**Clock routing**

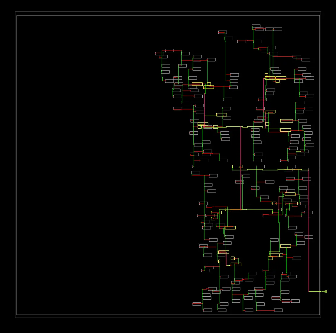
**The metal 3 layer**

Drawn at 1.5 px/micron.
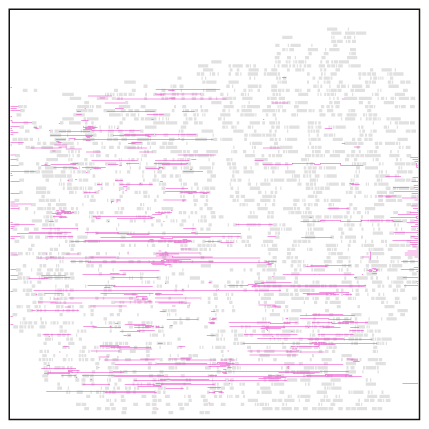
**Layout detail**

Window x 179 to 229, y 179 to 229 microns. Cells in gray, sequential cells in the stronger gray; small squares are vias.
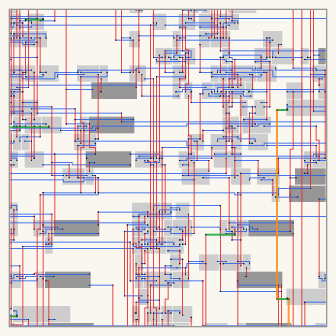
**The metal 4 layer**

Drawn at 1.5 px/micron. Supply wires on this layer in gray.
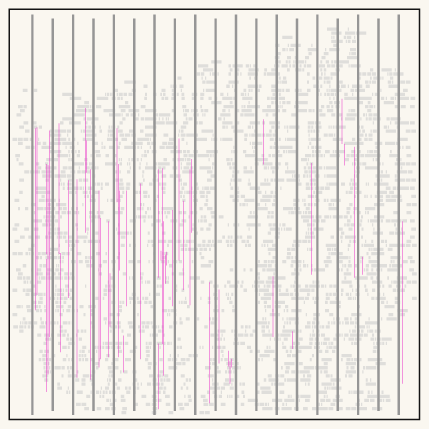
<file path="src/rtl/alu_pkg.sv">
// Shared op_func encodings and FSM state encoding for multicycle_alu.
// Latency: n/a (definitions only).
// Backpressure: n/a. The DIV state exists only when MULTICYCLE_ALU_DIV_EN is defined.
package alu_pkg;

    localparam logic [5:0] OP_ADD   = 6'b000000;
    localparam logic [5:0] OP_ADDI  = 6'b010000;
    localparam logic [5:0] OP_COMP  = 6'b000001;
    localparam logic [5:0] OP_AND   = 6'b010100;
    localparam logic [5:0] OP_XOR   = 6'b010101;
    localparam logic [5:0] OP_SLL   = 6'b000010;
    localparam logic [5:0] OP_SLLV  = 6'b010111;
    localparam logic [5:0] OP_SRL   = 6'b000011;
    localparam logic [5:0] OP_SRLV  = 6'b010110;
    localparam logic [5:0] OP_SRA   = 6'b000100;
    localparam logic [5:0] OP_SRAV  = 6'b011000;
    localparam logic [5:0] OP_MULU  = 6'b010001;
    localparam logic [5:0] OP_MULS  = 6'b010010;
    localparam logic [5:0] OP_DIVU  = 6'b010011;

    typedef enum logic [1:0] {
        IDLE = 2'd0,
        MUL  = 2'd1,
`ifdef MULTICYCLE_ALU_DIV_EN
        DIV  = 2'd2,
`endif
        DONE = 2'd3
    } state_t;

endpackage

</file>
<file path="src/rtl/iter_muldiv.sv">
// Iterative shift-add multiplier (and restoring divider under MULTICYCLE_ALU_DIV_EN), one bit per cycle.
// Latency: WIDTH cycles after start; done is high during the final iteration.
// Backpressure: none; the caller must not start while busy.
module iter_muldiv
    import alu_pkg::*;
#(
    parameter int WIDTH = 32
) (
    input  logic             clk,
    input  logic             rst,
    input  logic             start,
    input  logic             is_signed,
`ifdef MULTICYCLE_ALU_DIV_EN
    input  logic             is_div,
`endif
    input  logic [WIDTH-1:0] a,
    input  logic [WIDTH-1:0] b,
    output logic             busy,
    output logic             done,
    output logic [WIDTH-1:0] low,
    output logic [WIDTH-1:0] high
);

    localparam int CW = $clog2(WIDTH);

    logic [CW-1:0]      cnt;
    logic [WIDTH-1:0]   opnd;
    logic [2*WIDTH-1:0] acc;
    logic [2*WIDTH-1:0] acc_next;
    logic [2*WIDTH-1:0] result;
    logic               neg;
    logic [WIDTH:0]     add_sum;
    logic [WIDTH-1:0]   a_abs;
    logic [WIDTH-1:0]   b_abs;
`ifdef MULTICYCLE_ALU_DIV_EN
    logic               div_mode;
    logic [WIDTH:0]     trial;
    logic [WIDTH:0]     diff;
`endif

    // Magnitudes are taken as unsigned so the most-negative operand needs no special case.
    assign a_abs = (is_signed && a[WIDTH-1]) ? -a : a;
    assign b_abs = (is_signed && b[WIDTH-1]) ? -b : b;

    always_comb begin
        add_sum  = {1'b0, acc[2*WIDTH-1:WIDTH]} + (acc[0] ? {1'b0, opnd} : '0);
        acc_next = {add_sum, acc[WIDTH-1:1]};
`ifdef MULTICYCLE_ALU_DIV_EN
        trial = {acc[2*WIDTH-1:WIDTH], acc[WIDTH-1]};
        diff  = trial - {1'b0, opnd};
        if (div_mode) begin
            acc_next = diff[WIDTH] ? {trial[WIDTH-1:0], acc[WIDTH-2:0], 1'b0}
                                   : {diff[WIDTH-1:0],  acc[WIDTH-2:0], 1'b1};
        end
`endif
    end

    assign done   = busy && (cnt == CW'(WIDTH - 1));
    assign result = neg ? -acc : acc;
    assign low    = result[WIDTH-1:0];
    assign high   = result[2*WIDTH-1:WIDTH];

    always_ff @(posedge clk) begin
        if (!rst) begin
            busy <= 1'b0;
            cnt  <= '0;
            opnd <= '0;
            acc  <= '0;
            neg  <= 1'b0;
`ifdef MULTICYCLE_ALU_DIV_EN
            div_mode <= 1'b0;
`endif
        end else if (start) begin
            busy <= 1'b1;
            cnt  <= '0;
`ifdef MULTICYCLE_ALU_DIV_EN
            div_mode <= is_div;
            if (is_div) begin
                opnd <= b;
                acc  <= {{WIDTH{1'b0}}, a};
                neg  <= 1'b0;
            end else begin
                opnd <= a_abs;
                acc  <= {{WIDTH{1'b0}}, b_abs};
                neg  <= is_signed && (a[WIDTH-1] ^ b[WIDTH-1]);
            end
`else
            opnd <= a_abs;
            acc  <= {{WIDTH{1'b0}}, b_abs};
            neg  <= is_signed && (a[WIDTH-1] ^ b[WIDTH-1]);
`endif
        end else if (busy) begin
            acc <= acc_next;
            cnt <= cnt + CW'(1);
            if (done) begin
                busy <= 1'b0;
            end
        end
    end

endmodule

</file>
<file path="src/rtl/multicycle_alu.sv">
// Handshaked execute-stage ALU; optional divu when MULTICYCLE_ALU_DIV_EN is defined.
// Latency: single-cycle ops 1 cycle; mul/div results WIDTH+1 edges after accept.
// Backpressure: result held while out_valid && !out_ready; in_ready low while busy or stalled.
module multicycle_alu
    import alu_pkg::*;
#(
    parameter int WIDTH = 32
) (
    input  logic             clk,
    input  logic             rst,
    input  logic             in_valid,
    output logic             in_ready,
    input  logic [1:0]       op_code,
    input  logic [3:0]       func_code,
    input  logic [WIDTH-1:0] a,
    input  logic [WIDTH-1:0] b,
    output logic             out_valid,
    input  logic             out_ready,
    output logic [WIDTH-1:0] low,
    output logic [WIDTH-1:0] high,
    output logic             flag_carry,
    output logic             flag_zero,
    output logic             flag_err
);

    localparam int SW = $clog2(WIDTH);

    state_t           state;
    logic [5:0]       op_func;
    logic [SW-1:0]    sh;
    logic [WIDTH-1:0] sc_low;
    logic             sc_carry;
    logic             sc_err;
    logic             is_mul;
    logic             is_signed;
    logic             multi;
    logic             accept;
    logic             md_start;
    logic             md_busy;
    logic             md_done;
    logic [WIDTH-1:0] md_low;
    logic [WIDTH-1:0] md_high;
`ifdef MULTICYCLE_ALU_DIV_EN
    logic             is_div;
`endif

    assign op_func  = {op_code, func_code};
    assign sh       = b[SW-1:0];
    assign in_ready = (state == IDLE) && !md_busy && (!out_valid || out_ready);
    assign accept   = in_valid && in_ready;
    assign md_start = accept && multi;

    always_comb begin
        sc_low    = '0;
        sc_carry  = 1'b0;
        sc_err    = 1'b0;
        is_mul    = 1'b0;
        is_signed = 1'b0;
`ifdef MULTICYCLE_ALU_DIV_EN
        is_div    = 1'b0;
`endif
        case (op_func)
            OP_ADD, OP_ADDI:   {sc_carry, sc_low} = {1'b0, a} + {1'b0, b};
            OP_COMP:           sc_low = -b;
            OP_AND:            sc_low = a & b;
            OP_XOR:            sc_low = a ^ b;
            OP_SLL, OP_SLLV:   sc_low = a << sh;
            OP_SRL, OP_SRLV:   sc_low = a >> sh;
            OP_SRA, OP_SRAV:   sc_low = $signed(a) >>> sh;
            OP_MULU:           is_mul = 1'b1;
            OP_MULS: begin
                is_mul    = 1'b1;
                is_signed = 1'b1;
            end
`ifdef MULTICYCLE_ALU_DIV_EN
            OP_DIVU:           is_div = 1'b1;
`endif
            default:           sc_err = 1'b1;
        endcase
`ifdef MULTICYCLE_ALU_DIV_EN
        multi = is_mul || is_div;
`else
        multi = is_mul;
`endif
    end

    iter_muldiv #(.WIDTH(WIDTH)) u_muldiv (
        .clk       (clk),
        .rst       (rst),
        .start     (md_start),
        .is_signed (is_signed),
`ifdef MULTICYCLE_ALU_DIV_EN
        .is_div    (is_div),
`endif
        .a         (a),
        .b         (b),
        .busy      (md_busy),
        .done      (md_done),
        .low       (md_low),
        .high      (md_high)
    );

    always_ff @(posedge clk) begin
        if (!rst) begin
            state      <= IDLE;
            out_valid  <= 1'b0;
            low        <= '0;
            high       <= '0;
            flag_carry <= 1'b0;
            flag_zero  <= 1'b0;
            flag_err   <= 1'b0;
        end else begin
            case (state)
                IDLE: begin
                    if (accept && multi) begin
                        out_valid <= 1'b0;
`ifdef MULTICYCLE_ALU_DIV_EN
                        state     <= is_div ? DIV : MUL;
`else
                        state     <= MUL;
`endif
                    end else if (accept) begin
                        out_valid  <= 1'b1;
                        low        <= sc_low;
                        high       <= {WIDTH{sc_low[WIDTH-1]}};
                        flag_carry <= sc_carry;
                        flag_zero  <= (sc_low == '0);
                        flag_err   <= sc_err;
                    end else if (out_ready) begin
                        out_valid <= 1'b0;
                    end
                end
                MUL: if (md_done) state <= DONE;
`ifdef MULTICYCLE_ALU_DIV_EN
                DIV: if (md_done) state <= DONE;
`endif
                DONE: begin
                    out_valid  <= 1'b1;
                    low        <= md_low;
                    high       <= md_high;
                    flag_carry <= 1'b0;
                    flag_zero  <= (md_low == '0);
                    flag_err   <= 1'b0;
                    state      <= IDLE;
                end
                default: state <= IDLE;
            endcase
        end
    end

endmodule

</file>
<file path="config.mk">
export PLATFORM = sky130hd
export DESIGN_NAME = multicycle_alu
export DESIGN_NICKNAME = d
export VERILOG_FILES = /design/src/rtl/alu_pkg.sv /design/src/rtl/iter_muldiv.sv /design/src/rtl/multicycle_alu.sv
export SDC_FILE = /design/constraint.sdc
export NUM_CORES = 1
export LEC_CHECK = 0
export CORE_UTILIZATION = 25
export CTS_CLUSTER_SIZE = 28
export DETAILED_ROUTE_END_ITERATION = 10
export PLACE_DENSITY = 0.4
export SLEW_MARGIN = 20
export SYNTH_ARGS = -nofsm -noshare
export SYNTH_HDL_FRONTEND = slang
export SYNTH_SLANG_ARGS = --single-unit
</file>
<file path="constraint.sdc">
create_clock -name clk -period 4.7 [get_ports clk]
set_input_delay 0.47 -clock clk [delete_from_list [all_inputs] [get_ports clk]]
set_output_delay 0.47 -clock clk [all_outputs]
set_load 0.05 [all_outputs]
</file>
==> impl_metrics.csv <==
group,metric,value,unit
worst_setup_path,startpoint,"b[18]",
power_and_ir_drop,total_power,4950,uW
worst_hold_path,min_delay_path_depth,2,
timing,finalClockPeriodUsage,91.7,%
timing,maxClockFrequency,0.232,GHz
global_route,grt_max_degree,76,
synthesis,ys_warn_count,0,
worst_setup_path,worstSetupEndpoint,"flag_zero",
power_and_ir_drop,maxPowerGroup,"combinational logic",
power_and_ir_drop,seqPwrFrac,31.7,%
detailed_routing,final_antenna_net_count,0,
cells_and_area,n_fill_cell,7761,
synthesis,area_leaders,"dfxtp_1, mux4_2, nand2_1, ha_1, a21oi_1",
synthesis,synthFlopType,"dfxtp_1",
worst_setup_path,path_max_fanout,6,
power_and_ir_drop,p_int,2970,uW
cells_and_area,final_nets,2657,
synthesis,ys_seq_share,18.9,%
timing,fin_crit,4310,ps
global_route,grt_util_met2,36.7,%
cells_and_area,buf_share,11.7,%
flow_run,log.warning_count,29,
cells_and_area,comb_cells,1991,
placed_design,place.gp.congestion,0.980,
worst_setup_path,reg2reg_slack,830,ps
global_route,track_usage,24.3,%
synthesis,synth.avg_cell_area,7.58,sq um
floorplan,io_pins,143,
synthesis,yosysMostFrequentCell,"nand2_1",
worst_setup_path,worstPathRequired,5070,ps
cells_and_area,mostFrequentLayoutCell,"nand2_1",
worst_hold_path,hold_end,"u_muldiv.opnd[6]",
status,status,"completed",
power_and_ir_drop,leakage,0.00792,uW
cells_and_area,sh_seq_area,15.8,%
detailed_routing,drt_iter0_markers,1874,
detailed_routing,dr.pass1.iters,7,
placed_design,place_inst,3439,
floorplan,n_tap_cell,950,
global_route,grt_pass1_wl,133000,microns
detailed_routing,wl_met1,42700,microns
global_route,grt_pass1_vias,18600,
timing,setup_slack,388,ps
clock_network,htreeDepth,4,
synthesis,ys_sh_simple,22.3,%
detailed_routing,met3_length,6440,microns
cells_and_area,area.combinational,13900,sq um
detailed_routing,vias_per_cell,5.75,
worst_setup_path,crit_arrival,4680,ps
placed_design,place_area,21300,sq um
detailed_routing,drc_errors,0,
flow_run,maxCapViolations,0,
synthesis,top_cell_area_share,18.9,%
cells_and_area,fin_area,21900,sq um
cells_and_area,largest_register_ffs,64,
power_and_ir_drop,p_clk_share,30.5,%
power_and_ir_drop,switchingPower,1980,uW
synthesis,synthAoiAreaFrac,27.3,%
timing,rsz0062_at_grt,"no",
cells_and_area,fin_cells,3471,
synthesis,ys.flops,173,
cells_and_area,flop-count,173,
floorplan,fp.coreArea,72000,sq um
cells_and_area,n_all_buffers,282,
synthesis,top_area_cell,"dfxtp_1",
power_and_ir_drop,comb_power,1870,uW
worst_hold_path,hp-start,"u_muldiv.opnd[6]",
global_route,grt_util_met1,34.4,%
worst_setup_path,path_depth,11,
placed_design,preCtsSetupSlack,-50.2,ps
cells_and_area,area_growth,19.6,%
power_and_ir_drop,power.density,226,nW/um^2
cells_and_area,largest_register,"u_muldiv.acc",
clock_network,post_cts_resized,0,
floorplan,dieArea,74300,sq um
timing,slew_viol_final,0,
cells_and_area,fin_util,30.4,%
placed_design,io_buffers,142,
cells_and_area,antennaDiodeCount,0,
power_and_ir_drop,pg_seq,1570,uW
cells_and_area,largest_class,"multi-input combinational cells",
worst_setup_path,max_stage_delay,590,ps
synthesis,synth_async_sr_flop_share,0,%
global_route,grt-ovfl-total,0,
clock_network,cts.path.max_buffers,2,
global_route,antenna_found_initial,1,
worst_hold_path,min_path_type,"flop to flop",
synthesis,synthesis.instances,2415,
worst_setup_path,reg2reg_to,"flag_zero",
cells_and_area,comb_share,63.5,%
clock_network,clock.latency.late_pin,460,ps
clock_network,clockRootBuffer,"clkbuf_16",
Notes on 'clock routing' above:
TritonCTS buffer count: 17
clock sink total: 173

Notes on 'the metal 3 layer' above:
nets with wire on the layer: 360
wire length on this layer: 6,440 microns
main direction: horizontal
longest straight run: 165 microns
via count: 19,900
met3 global-route usage: 4.08%

Notes on 'layout detail' above:
[orange] M4
[green] M3
[red] M2
[blue] M1
sequential cells in the window: 9
netlist names of flops here include: `u_muldiv.acc` (9)
cells with their middle in the window: 117
most frequent: nor2_1 (18), a21oi_1 (13), dfxtp_1 (9)

Notes on 'the metal 4 layer' above:
nets with wire on the layer: 42
wire length on this layer: 3,330 microns
longest straight run: 140 microns
main direction: vertical
DRT Wirelength: 92,500 microns

No activity file was given, so power comes from the tool's default toggle rates.
